<file path="src/rtl/crc_pkg.sv">
// Shared CRC definitions: stream FSM states and common polynomial presets.
package crc_pkg;

    typedef enum logic [1:0] {
        IDLE = 2'd0,
        BUSY = 2'd1,
        DONE = 2'd2
    } crc_state_e;

    localparam logic [7:0]  CRC8  = 8'h07;
    localparam logic [31:0] CRC32 = 32'h04C11DB7;

endpackage

</file>
<file path="src/rtl/crc_gen_p.sv">
// Combinational parallel CRC: folds one DW-bit beat (MSB first) into crc_in.
module crc_gen_p #(
    parameter int            DW   = 8,
    parameter int            CW   = 8,
    parameter logic [CW-1:0] POLY = 'h07
) (
    input  logic [DW-1:0] data_in,
    input  logic [CW-1:0] crc_in,
    output logic [CW-1:0] crc_out
);

    // Unrolled bit-serial LFSR; synthesis flattens it into an XOR network.
    always_comb begin
        logic [CW-1:0] c;
        logic          fb;
        c  = crc_in;
        fb = 1'b0;
        for (int i = DW - 1; i >= 0; i--) begin
            fb = c[CW-1] ^ data_in[i];
            c  = c << 1;
            if (fb) c = c ^ POLY;
        end
        crc_out = c;
    end

endmodule

</file>
<file path="src/rtl/crc_stream.sv">
// Packetised streaming CRC: accumulates sop..eop beats, holds the result
// until the consumer takes it, and flags broken packet framing.
module crc_stream
    import crc_pkg::*;
#(
    parameter int            DW     = 8,
    parameter int            CW     = 8,
    parameter logic [CW-1:0] POLY   = CW'(CRC8),
    parameter logic [CW-1:0] INIT   = '0,
    parameter logic [CW-1:0] XOROUT = '0
) (
    input  logic          clk,
    input  logic          rst_n,
    input  logic          s_valid,
    output logic          s_ready,
    input  logic [DW-1:0] s_data,
    input  logic          s_sop,
    input  logic          s_eop,
    output logic          m_valid,
    input  logic          m_ready,
    output logic [CW-1:0] m_crc,
    output logic          err_framing
);

    crc_state_e    state;
    logic [CW-1:0] crc_reg;
    logic [CW-1:0] seed;
    logic [CW-1:0] crc_next;
    logic          accept;

    // Result is held in DONE, so input is back-pressured there.
    assign s_ready = (state != DONE);
    assign accept  = s_valid & s_ready;
    // A new packet (or a stray beat outside one) always restarts from INIT.
    assign seed    = (s_sop || state == IDLE) ? INIT : crc_reg;

    crc_gen_p #(
        .DW   (DW),
        .CW   (CW),
        .POLY (POLY)
    ) u_gen (
        .data_in (s_data),
        .crc_in  (seed),
        .crc_out (crc_next)
    );

    // Packet FSM, running CRC, registered result and framing-error pulse.
    always_ff @(posedge clk or negedge rst_n) begin
        if (!rst_n) begin
            state       <= IDLE;
            crc_reg     <= INIT;
            m_crc       <= '0;
            m_valid     <= 1'b0;
            err_framing <= 1'b0;
        end else begin
            err_framing <= 1'b0;
            case (state)
                IDLE, BUSY: begin
                    if (accept) begin
                        crc_reg <= crc_next;
                        // Missing sop when idle, or a fresh sop mid-packet.
                        err_framing <= (state == IDLE) ? !s_sop : s_sop;
                        if (s_eop) begin
                            state   <= DONE;
                            m_crc   <= crc_next ^ XOROUT;
                            m_valid <= 1'b1;
                        end else begin
                            state <= BUSY;
                        end
                    end
                end
                DONE: begin
                    if (m_ready) begin
                        m_valid <= 1'b0;
                        state   <= IDLE;
                    end
                end
                default: state <= IDLE;
            endcase
        end
    end

endmodule

</file>
<file path="config.mk">
export PLATFORM = sky130hd
export DESIGN_NAME = crc_stream
export DESIGN_NICKNAME = d
export VERILOG_FILES = /design/src/rtl/crc_pkg.sv /design/src/rtl/crc_gen_p.sv /design/src/rtl/crc_stream.sv
export SDC_FILE = /design/constraint.sdc
export NUM_CORES = 1
export LEC_CHECK = 0
export CORE_MARGIN = 4
export CORE_UTILIZATION = 49
export CTS_CLUSTER_SIZE = 25
export DETAILED_ROUTE_END_ITERATION = 12
export PLACE_DENSITY = 0.78
export SLEW_MARGIN = 20
export SYNTH_ARGS = -nofsm -noshare
export SYNTH_HDL_FRONTEND = slang
export SYNTH_SLANG_ARGS = --single-unit
</file>
<file path="constraint.sdc">
create_clock -name clk -period 2.3 [get_ports clk]
set_input_delay 0.46 -clock clk [delete_from_list [all_inputs] [get_ports clk]]
set_output_delay 0.46 -clock clk [all_outputs]
set_load 0.02 [all_outputs]
</file>
### Track usage over the die

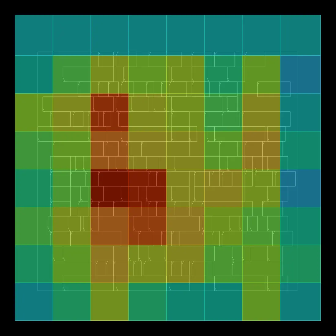
Global Route met1 Usage: 19.19%
grt met2 use: 24.32%
final core occ: 71.00%
grt peak-use layer: met2

### I/O nets highlighted

Scale bar: 20 um.
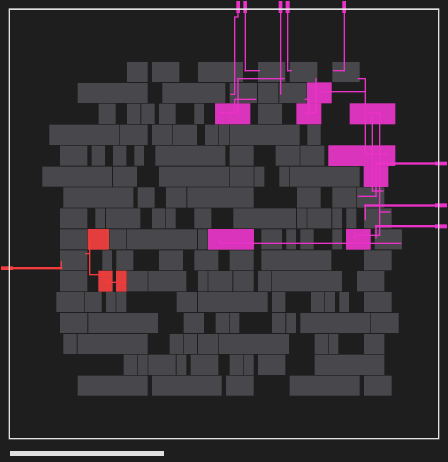
Magenta marks `s_data`, bits 8, direction input, end cells 9, buffers 8, wire 186 um. Red marks `s_eop`, bits 1, direction input, end cells 3, buffers 1, wire 17.6 um.

### Close-up of the layout

Scale bar: 10 um. Region (1, 1) to (26, 26) um. Cells in grey, sequential cells in the stronger grey; small squares are vias.
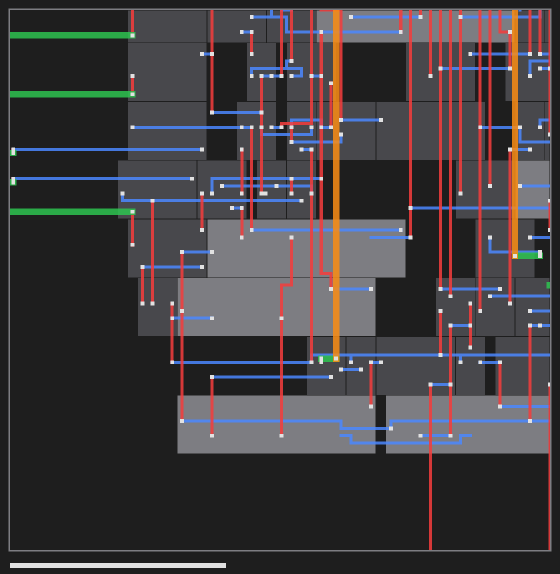
Blue marks M1. Orange marks M4. Red marks M2. Green marks M3.
Netlist names of flops here include `m_crc` (2). 36 logic cells have their middle in the window. Sequential cells in the window: 5. Most frequent: clkdlybuf4s50_1 (7), nand2_1 (6), dfrtp_1 (5).

### Register map, names as in the netlist

Scale bar: 20 um. Other sequential cells in the stronger grey, the rest of the logic in the fainter grey.
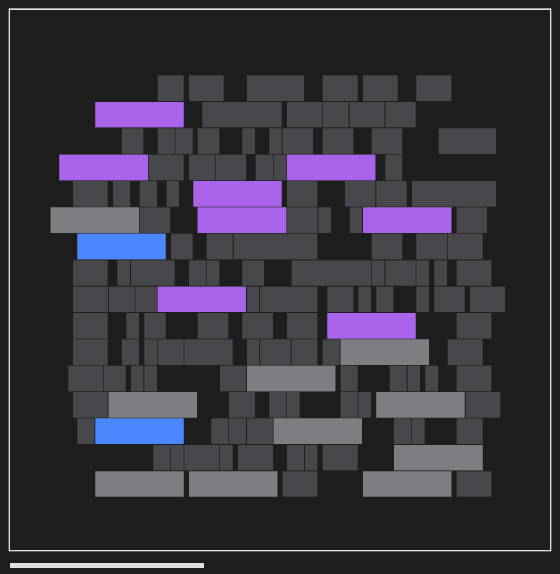
Purple marks `crc_reg`, flops 8. Blue marks `state`, flops 2.
Another 10 sequential cells are not coloured.

## cell type report
type                            count  area, um^2
Fill cell                         170       598.1
Multi-Input combinational cell     81       581.8
Sequential cell                    20       500.5
Timing Repair Buffer               32       300.3
Clock buffer                        4       36.28
Tap cell                           27       33.78
Inverter                            3       11.26
## layout by cell type (no fill, tap or decap), drive strengths merged, types with 2 or more instances in the layout
master / count
clkdlybuf4s50: 24
buf: 8
a21oi: 5
dfrtp: 20
xnor3: 3
nand2: 24
o21ai: 15
clkbuf: 4
xnor2: 12
and2: 2
xor2: 10
inv: 3
mux2i: 2
## worst reg2reg max path: stages, from the launching register on
cell	delay (ps)
dfrtp_1	450
or2_2	290
ha_1	220
nand2_1	110
xor2_2	150
xnor3_2	460
xnor2_1	230
o21ai_1	100
## power groups by stage
stage | sequential [uW] | clock (uW) | combinational, uW
2_1_floorplan | 685 | 0 | 445
3_3_place_gp | 603 | 0 | 821
3_5_place_dp | 607 | 0 | 843
4_1_cts | 599 | 214 | 850
5_1_grt | 618 | 231 | 921
6_report | 599 | 205 | 836
## cell families after synthesis
logic type | share of synthesized area, %
xor+xnor | 27.64
simple gates | 11.46
fa+ha+maj | 1.123
mux | 1.798
flops | 44.94
compound gates | 10.22
buf+inv | 2.808
## worst paths after layout
kind,cells after the start,from,endpoint
max,7,state[1],crc_reg[2]
min,2,rst_n,crc_reg[4]
max reg2reg,7,state[1],crc_reg[2]
min reg2reg,2,m_crc[7],m_crc[7]
max in group asynchronous,2,rst_n,m_crc[1]
min in group clk,2,m_crc[7],m_crc[7]
## routing by layer
metal,vias up,GRT usage [%]
li1,417,-
met5,-,0
met2,23,24.32
met4,0,10.42
met3,8,3.712
met1,376,19.19
## stage by stage
stage	cell area (um^2)	TNS, ps
2_1_floorplan	1114	0
3_5_place_dp	1428	-313.0
5_1_grt	1464	0
3_3_place_gp	1428	-81.45
4_1_cts	1464	0
6_report	1464	0
==> changes_impl.md <==
### Implementation results

- Buffers & Inverters on Critical Path: 0
- Setup slack, reg-to-reg: 170 ps
- Vias per cell: just under 5
- Yosys cell types: 26
- Final GP Congestion: 0.7970
- Setup WS pre-CTS: -74.33 ps
- # IOs: 25
- Met2 Wirelength: 1.022 mm
- Diode count: 0
- Max clock buf depth: 2
- Total power: approximately 1600 uW
- RSZ-0062 raised after global routing: no
- Setup WS post-layout: 172.8 ps
- Placeable Area: about 2100 um^2
- Met3 WL: 122 um
- Biggest area cells: dfrtp_1 (45%), xnor2_1 (7.9%), nand2_1 (7.8%)
- Req. time, crit path: 2490 ps
- Sw power: approximately 620 uW
- Largest net degree at the start of global routing: 21
- Critical path type: flop to flop
- Top cell type by instance count after synthesis: nand2_1
- Placed Cells: between 150 and 200
- Final clock skew: about 7 ps
- CTS root buf: clkbuf_4
- Ys async rst share: 100.0%
- H-tree depth: 1
- DRT met1 WL: roughly 920 um
- Crit-path slowest cell: xnor3_2
- Top cells by count: nand2_1 (23), dfrtp_1 (20), xnor2_1 (10)
- Final Net Count: roughly 160
- Ys flops: 20
- Synthesized Nets: about 120
- Setup bufs post-CTS: 0
- Vias in the first global route: between 800 and 900
- Mapped Cells: 107
- Final worst-path cycle share: between 90% and 100%
- Post-synth area from yosys stat: approximately 1100 um^2
- HPWL after detailed placement: 1.694 mm
- Max VDD drop: 730.8 uV
- CTS Hold Bufs: 0
- Share of cells above drive strength 1: between 10% and 20%
- PD cells: between 1000 and 1500 nW/um^2
- Part of the power in registers: a little over a third
- First-pass GRT wire length: between 3 and 4 mm
- HP Class: primary input to asynchronous set/reset pin
- Slew HR: about 71%
- Area delta synth->final: 31.46%
- Initial antenna violation count: 0
- Actual slew at the worst max-slew pin: roughly 440 ps
- Num CTS Buffers: 3
- Ys Warns: 0
- # port buffers: 24
- Vias: 824
- Grt ovf: 0
- Status: completed
- Clock sink count: 20
- Pre-antenna DRT Iters: 4
- Clock share of power: 12.5%
- Pleak: around 0.00067 uW
- Hold Vio Cnt, Final: 0
- Layout Cells excl Fill: between 150 and 200
- Combinational share of power: 51.0%
- Largest fanout on the critical path: 6
- Drc violations: 0
- Mapped Area: between 1000 and 1500 um^2
- Clock transition at path regs: ~110 ps
- Synth Flop Type: dfrtp_1
- CTS tree: yes
- Sw frac: around 38%
- Final wirelength: 2.152 mm
- Initial DRC count: 5
- Die width: around 56 um
- Resize count post-CTS: 0
- Fp_density: between 50% and 60%
- Max-cap violations: 0
- Max-slew violation count: 0
- Crit-path leading delay family: XOR/XNOR gates
- Crit-path cells: or2_2, ha_1, nand2_1, xor2_2, xnor3_2, xnor2_1, o21ai_1
- Seq/Total Area, Yosys: between 40 and 50%
- Largest area contributor in the synthesized netlist: dfrtp_1
- EDFF count, synth: 0
- Yosys top cell area share: between 40% and 50%
- Min Hold Slack: 489.5 ps
- # Cells Yosys: 107
- Crit path arrival time: ~2300 ps
- Gr usage total: ~16%
- Site Rows: 16
- Die Size: between 3000 and 4000 um^2
- Drt wl/cell: 12.89 um
- Final ANT Viol Nets: 0
- Clk latency late pin: ~310 ps
- Syn avg cell area: roughly 10 um^2
- Period minus WS final: around 2100 ps
- Setup crit start kind: flop
- Die height: ~56 um
- Top sig layer: met4
- F_max: 470.1 MHz
- Internal power: slightly above 1000 uW
- Tool warning count: 26
- CP Capture Type: flop
- Slowest stage delay, CP: ~460 ps
- Endpoints failing setup: 0
Power is estimated from default activity; no workload was simulated.
